`config.mk`:
```
export PLATFORM = sky130hd
export DESIGN_NAME = jtag_scan_ctrl
export DESIGN_NICKNAME = d
export VERILOG_FILES = /design/src/rtl/jtag_scan_ctrl.sv
export SDC_FILE = /design/constraint.sdc
export NUM_CORES = 1
export LEC_CHECK = 0
export CORE_MARGIN = 2
export CORE_UTILIZATION = 54
export CTS_CLUSTER_SIZE = 14
export DETAILED_ROUTE_END_ITERATION = 10
export HOLD_SLACK_MARGIN = 0.15
export PLACE_DENSITY = 0.88
export SKIP_CTS_REPAIR_TIMING = 1
export SLEW_MARGIN = 10
export SYNTH_ARGS = -nofsm -noshare
export SYNTH_HDL_FRONTEND = slang
export SYNTH_SLANG_ARGS = --single-unit
```
`constraint.sdc`:
```
create_clock -name tck_pad_i -period 3.48 [get_ports tck_pad_i]
set_input_delay 0.696 -clock tck_pad_i [delete_from_list [all_inputs] [get_ports tck_pad_i]]
set_output_delay 0.696 -clock tck_pad_i [all_outputs]
set_load 0.05 [all_outputs]
```
`src/rtl/jtag_scan_ctrl.sv`:
```
// TCK-domain TAP scan sequencer: turns reset / IR-scan / DR-scan commands into
// registered TMS/TDI bit streams and gathers the shifted-out TDO bits into a response.
module jtag_scan_ctrl #(
  parameter int IR_LENGTH   = 4,
  parameter int DATA_LENGTH = 29,
  parameter int LEN_W       = $clog2(DATA_LENGTH+1)
) (
  input  logic                   tck_pad_i,
  input  logic                   trst_pad_i,
  input  logic                   cmd_valid_i,
  output logic                   cmd_ready_o,
  input  logic [1:0]             cmd_type_i,
  input  logic [IR_LENGTH-1:0]   cmd_ir_i,
  input  logic [DATA_LENGTH-1:0] cmd_dr_i,
  input  logic [LEN_W-1:0]       cmd_len_i,
  output logic                   rsp_valid_o,
  output logic [DATA_LENGTH-1:0] rsp_data_o,
  output logic                   tms_pad_o,
  output logic                   tdi_pad_o,
  input  logic                   tdo_pad_i,
  output logic                   busy_o
);

  localparam int CNT_W = (LEN_W > 3) ? LEN_W : 3;

  typedef enum logic [3:0] {
    TLR_SEQ, RTI_WAIT, IDLE, SEL_DR, SEL_IR, CAPTURE, SHIFT, EXIT1, UPDATE
  } state_e;

  state_e                 state_q, state_d;
  logic [CNT_W-1:0]       cnt_q, cnt_d, last_q, last_d, len_last;
  logic                   is_ir_q, is_ir_d, pend_q, pend_d;
  logic [DATA_LENGTH-1:0] data_q, data_d, cap_q, cap_d, rsp_data_q, rsp_data_d;
  logic                   tms_q, tms_d, tdi_q, tdi_d, ready_q, ready_d;
  logic                   rsp_valid_q, rsp_valid_d;
  logic                   accept;

  assign accept = cmd_valid_i && ready_q;

  // Out-of-range or zero lengths fall back to a full-width scan.
  assign len_last = (cmd_len_i == '0 || cmd_len_i > LEN_W'(DATA_LENGTH))
                    ? CNT_W'(DATA_LENGTH-1) : CNT_W'(cmd_len_i - LEN_W'(1));

  always_ff @(posedge tck_pad_i or negedge trst_pad_i) begin
    if (!trst_pad_i) begin
      state_q     <= TLR_SEQ;
      cnt_q       <= '0;
      last_q      <= '0;
      is_ir_q     <= 1'b0;
      pend_q      <= 1'b0;
      data_q      <= '0;
      cap_q       <= '0;
      rsp_data_q  <= '0;
      rsp_valid_q <= 1'b0;
      tms_q       <= 1'b1;
      tdi_q       <= 1'b0;
      ready_q     <= 1'b0;
    end else begin
      state_q     <= state_d;
      cnt_q       <= cnt_d;
      last_q      <= last_d;
      is_ir_q     <= is_ir_d;
      pend_q      <= pend_d;
      data_q      <= data_d;
      cap_q       <= cap_d;
      rsp_data_q  <= rsp_data_d;
      rsp_valid_q <= rsp_valid_d;
      tms_q       <= tms_d;
      tdi_q       <= tdi_d;
      ready_q     <= ready_d;
    end
  end

  always_comb begin
    state_d = state_q;
    cnt_d   = cnt_q;
    last_d  = last_q;
    is_ir_d = is_ir_q;
    pend_d  = pend_q;
    data_d  = data_q;
    cap_d   = cap_q;
    case (state_q)
      TLR_SEQ: begin
        if (cnt_q == CNT_W'(4)) begin
          state_d = RTI_WAIT;
          cnt_d   = '0;
        end else begin
          cnt_d = cnt_q + CNT_W'(1);
        end
      end
      RTI_WAIT: begin
        state_d = IDLE;
        pend_d  = 1'b0;
      end
      IDLE: begin
        if (accept) begin
          pend_d = 1'b1;
          cnt_d  = '0;
          cap_d  = '0;
          case (cmd_type_i)
            2'b01: begin
              state_d                = SEL_DR;
              is_ir_d                = 1'b1;
              data_d                 = '0;
              data_d[IR_LENGTH-1:0]  = cmd_ir_i;
              last_d                 = CNT_W'(IR_LENGTH-1);
            end
            2'b10: begin
              state_d = SEL_DR;
              is_ir_d = 1'b0;
              data_d  = cmd_dr_i;
              last_d  = len_last;
            end
            default: begin
              state_d = TLR_SEQ;
              is_ir_d = 1'b0;
            end
          endcase
        end
      end
      SEL_DR:  state_d = is_ir_q ? SEL_IR : CAPTURE;
      SEL_IR:  state_d = CAPTURE;
      // Two TMS=0 cycles: the first enters Capture, the second enters Shift.
      CAPTURE: begin
        if (cnt_q[0]) begin
          state_d = SHIFT;
          cnt_d   = '0;
        end else begin
          cnt_d = CNT_W'(1);
        end
      end
      SHIFT: begin
        cap_d[cnt_q] = tdo_pad_i;
        if (cnt_q == last_q) begin
          state_d = EXIT1;
          cnt_d   = '0;
        end else begin
          cnt_d = cnt_q + CNT_W'(1);
        end
      end
      EXIT1:   state_d = UPDATE;
      UPDATE: begin
        state_d = IDLE;
        pend_d  = 1'b0;
      end
      default: begin
        state_d = TLR_SEQ;
        cnt_d   = '0;
      end
    endcase
  end

  // Outputs are decoded from the next state so the pads change right at the edge.
  always_comb begin
    tms_d       = 1'b0;
    tdi_d       = 1'b0;
    ready_d     = (state_d == IDLE);
    rsp_valid_d = 1'b0;
    rsp_data_d  = rsp_data_q;
    case (state_d)
      TLR_SEQ, SEL_DR, SEL_IR, EXIT1: tms_d = 1'b1;
      SHIFT: begin
        tms_d = (cnt_d == last_d);
        tdi_d = data_d[cnt_d];
      end
      default: tms_d = 1'b0;
    endcase
    if (pend_q && (state_q == UPDATE || state_q == RTI_WAIT)) begin
      rsp_valid_d = 1'b1;
      rsp_data_d  = (state_q == UPDATE) ? cap_q : '0;
    end
  end

  assign cmd_ready_o = ready_q;
  assign busy_o      = ~ready_q;
  assign rsp_valid_o = rsp_valid_q;
  assign rsp_data_o  = rsp_data_q;
  assign tms_pad_o   = tms_q;
  assign tdi_pad_o   = tdi_q;

endmodule

```
==> results.yml, run 1 <==
# synthesis and place-and-route metrics
routing:
  wl_met2_um: 5970
  wirelength_um: 12100
  drt-pass1-iter-count: 5
  drt_iter0_drc: 428
  top_layer: "met4"
  wire_per_inst_um: 16.3
setup_path:
  r2r_slack_ps: 160
  critPathCaptureType: "flop"
  crit_end: "tdi_pad_o"
  worstSetupPathType: "flop to flop"
  critPathLaunchType: "flop"
  reg2regPathDepth: 10
flow_run:
  warning_count: 32
clock_tree:
  clockRootBuffer: "clkbuf_8"
  cts.sinks: 107
  clk_pin_slew_ps: 130
  cts_tree: "yes"
  cts.htree.levels: 3
finish:
  clk_share: 0.0335
  final_util: 0.659
  clockBufferCount: 9
  fillers: 734
  register_area_um2: 2680
  syn_to_final_growth_pct: 20.6
  comb_share: 0.370
  nets: 656
  antenna_cells: 0
  n_all_inverters: 13
  dominant_cells: "registers"
power_and_ir_drop:
  finalPower_w: 0.00425
  p_seq_w: 0.00165
  p_clk_frac: 0.184
  seqPwrFrac: 0.389
  combPwrFrac: 0.427
  power.leakage_nw: 2.92
  powerDensity_nw_per_um2: 670
  power.share.switching: 0.427
logic_synthesis:
  yosys_area_um2: 5270
  top_cells_by_count: "dfrtp_1, nand2_1, o21ai_0"
  yosys_cells: 544
  synth-simple-area-share: 0.162
  async_reset_ff_frac: 1.00
  edf_count: 0
  synth.top_cells.by_area: "dfrtp_1, nand2_1, o21ai_0"
  yosysMostFrequentCell: "dfrtp_1"
  syn_avg_cell_area_um2: 9.68
  synthCells: 544
  adder_share: 0.0214
die:
  core_area_um2: 9640
  taps: 133
  fp_util: 0.546
  row_count: 36
  io_pins: 78
  die_area_um2: 10600
final_timing:
  finalHoldViolCount: 0
  period_used_share: 0.953
  grt_setup_unrepaired: "no"
  worstMarginPinSlew_ps: 1030
  timing.fmax_mhz: 301
  slew_violations: 0
grt:
  grtUsageMet3: 0.0488
  grtUsageMet1: 0.329
  grt_usage: 0.239
  met2_usage: 0.385
  antenna_found_initial: 0
placed_design:
  placement.io_buffers: 77
  gp_congestion: 0.907
  post-place-ws_ps: -19.5
status:
  outcome: "finished clean"
run 1: stage by stage:
step,setup TNS [ps],std cells,instance area (µm²)
after floorplan,0,544,5270
after global placement,0,725,6140
after detailed placement,-35.2,725,6140
after CTS,0,741,6350
after global routing,0,741,6350
final,0,741,6350
run 1: worst max-delay path: stages, from the launching register on:
cell	delay (ps)
dfrtp_1	530
inv_1	140
ha_1	380
and4bb_1	300
o41a_1	380
a21oi_4	210
nand2b_1	130
a31oi_4	390
nor4_1	90
or4_1	540
o32ai_1	130
run 1: cell families after synthesis:
logic type,count (synthesis)
flip-flops,107
AND-OR/OR-AND,163
adder cells (fa/ha/maj),9
AND/OR/NAND/NOR,181
buffers and inverters,54
XOR/XNOR,16
multiplexers,14
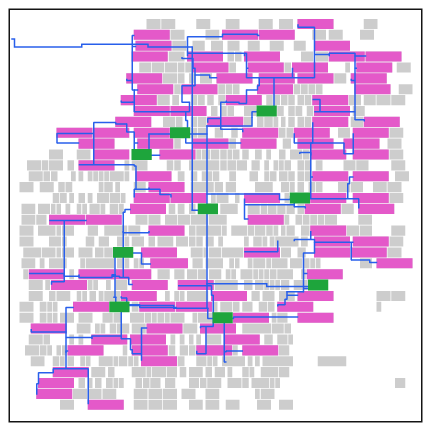
run_1/clock_map.png
Drawn at 4 px/µm.
[cells driving clock nets] green | count: 9
[clock wires] blue | length: 1080 µm
[flip-flops] magenta | count: 107
flops lie: spread over the die
routed clock nets: 10

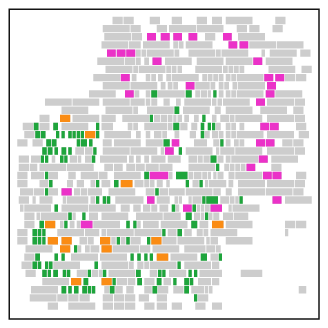
run_1/gate_families.png
Drawn at 3 px/µm.
| family | colour | cells |
|---|---|---|
| NAND gates | green | 128 |
| multiplexers | orange | 14 |
| AND-OR and OR-AND gates | magenta | 37 |

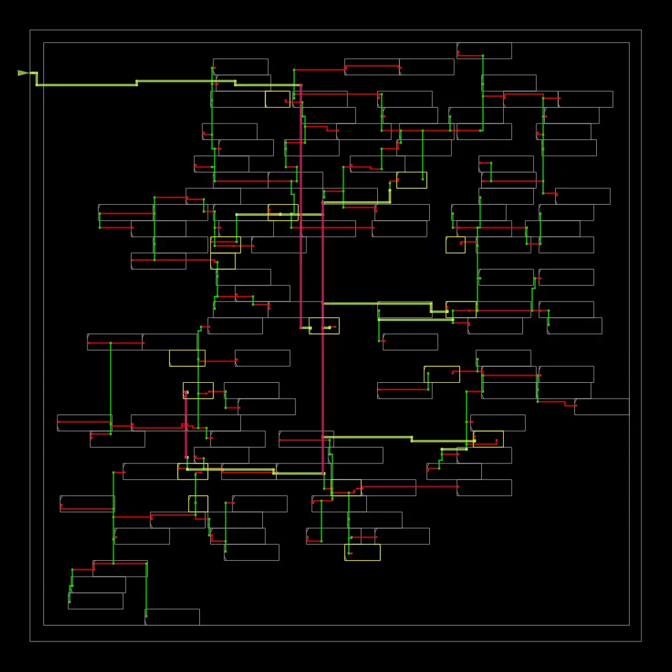
run_1/final_clocks.png
TritonCTS Buffers: 9
clock-net power: 0.000784 W
FFs & Latches: 107
Clock Skews: 22.0 ps

==> run 2, diff against run 1 <==
--- a/config.mk
+++ b/config.mk
@@ -9,6 +9,7 @@
 export CORE_UTILIZATION = 54
 export CTS_CLUSTER_SIZE = 14
 export DETAILED_ROUTE_END_ITERATION = 10
+export GPL_ROUTABILITY_DRIVEN = 0
 export HOLD_SLACK_MARGIN = 0.15
 export PLACE_DENSITY = 0.88
 export SKIP_CTS_REPAIR_TIMING = 1
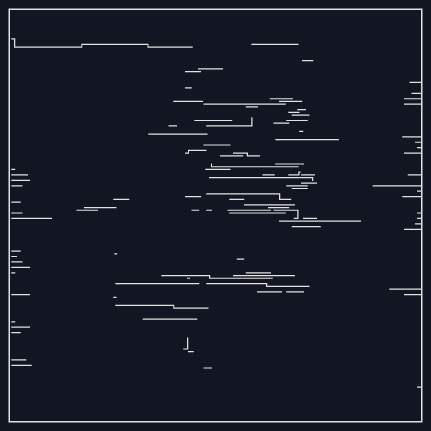
run_2/met3.png
Drawn at 4 px/µm.
longest straight run: 25.8 µm
nets with wire on the layer: 76
Routed WL: 12100 µm
GRT met3 Usage: 0.0488
Vias: 4356

==> run 2 against run 1 <==
Hold slack unchanged. Global-route usage unchanged. Wire length unchanged. Sequential power about the same. Die size unchanged. First-iteration DRC count unchanged. Power unchanged. Clock-buffer cell count unchanged. Clock skew unchanged. Highest routed layer unchanged.
==> results.yml, run 2 <==
# synthesis and place-and-route metrics
status:
  outcome: "finished clean"
setup_path:
  slowest_stage: "or4_1"
  cp.depth: 10
  critPathCaptureType: "flop"
  reg2regPathDepth: 10
  path_delay_family: "AND-OR/OR-AND gates"
  cp_num_buf_inv: 1
  worstSetupPathType: "flop to flop"
  critPathMaxStageDelay_ps: 540
  critPathLaunchType: "flop"
  path_cells: "inv_1 > ha_1 > and4bb_1 > o41a_1 > a21oi_4 > nand2b_1 > a31oi_4 > nor4_1 > or4_1 > o32ai_1"
  r2r_slack_ps: 160
power_and_ir_drop:
  combPwrFrac: 0.427
  p_clk_frac: 0.184
  p_seq_w: 0.00165
  powerDensity_nw_per_um2: 670
  seqPwrFrac: 0.389
  power.share.switching: 0.427
  finalPower_w: 0.00425
  pwr.group.clock_w: 0.000784
  power.leakage_nw: 2.92
  power_leader: "combinational logic"
routing:
  drt-pass1-iter-count: 5
  wl_met2_um: 5970
  drt_iter0_drc: 428
  top_layer: "met4"
  wire_per_inst_um: 16.3
finish:
  stdcell_area_um2: 6350
  nets: 656
  clk_share: 0.0335
  dominant_cells: "registers"
  final_util: 0.659
  syn_to_final_growth_pct: 20.6
  clockBufferCount: 9
  final_cells: 741
  antenna_cells: 0
  comb_share: 0.370
  n_all_inverters: 13
  register_area_um2: 2680
die:
  die_area_um2: 10600
  taps: 133
  io_pins: 78
  fp_util: 0.546
  core_area_um2: 9640
  row_count: 36
logic_synthesis:
  synth-simple-area-share: 0.162
  yosys_area_um2: 5270
  yosysMostFrequentCell: "dfrtp_1"
  yosys_cells: 544
  synth.top_cells.by_area: "dfrtp_1, nand2_1, o21ai_0"
  syn_avg_cell_area_um2: 9.68
  top_cells_by_count: "dfrtp_1, nand2_1, o21ai_0"
  synthCells: 544
  edf_count: 0
  adder_share: 0.0214
  yosys.area.top_type: "dfrtp_1"
grt:
  grtUsageMet1: 0.329
  grt_usage: 0.239
  antenna_found_initial: 0
  met2_usage: 0.385
flow_run:
  warning_count: 32
placed_design:
  dpl.cell_count: 725
  post-place-ws_ps: -19.5
  place_area_um2: 6140
  placement.io_buffers: 77
final_timing:
  fin_tns_setup_ps: 0
  finalHoldViolCount: 0
  worstMarginPinSlew_ps: 1030
  period_used_share: 0.953
  slew_violations: 0
  grt_setup_unrepaired: "no"
  timing.fmax_mhz: 301
  fin_worst_skew_ps: 22.0
clock_tree:
  cts.htree.levels: 3
  cts_made_buffers: 9
  clockRootBuffer: "clkbuf_8"
  cts_tree: "yes"
  cts.sinks: 107
-- run 2: cell counts after synthesis --
Identical to the previous run, type by type.
-- run 2: how the worst max path moves through the flow --
| stage | slack (ps) | endpoint |
|---|---|---|
| after global routing | 40 | tdi_pad_o |
| after floorplan | 580 | tdi_pad_o |
| after CTS | 210 | tdi_pad_o |
| final | 160 | tdi_pad_o |
| after global placement | 80 | tdi_pad_o |
| after detailed placement | -20 | tdi_pad_o |
-- run 2: worst register-to-register path, stage by stage, from the launching register on --
cell	delay (ps)
dfrtp_1	530
inv_1	140
ha_1	380
and4bb_1	310
o41a_1	380
a21oi_4	210
nand2b_1	130
a31oi_4	390
nor4_1	90
or4_1	540
o32ai_1	130
No activity file was given, so power comes from the tool's default toggle rates.
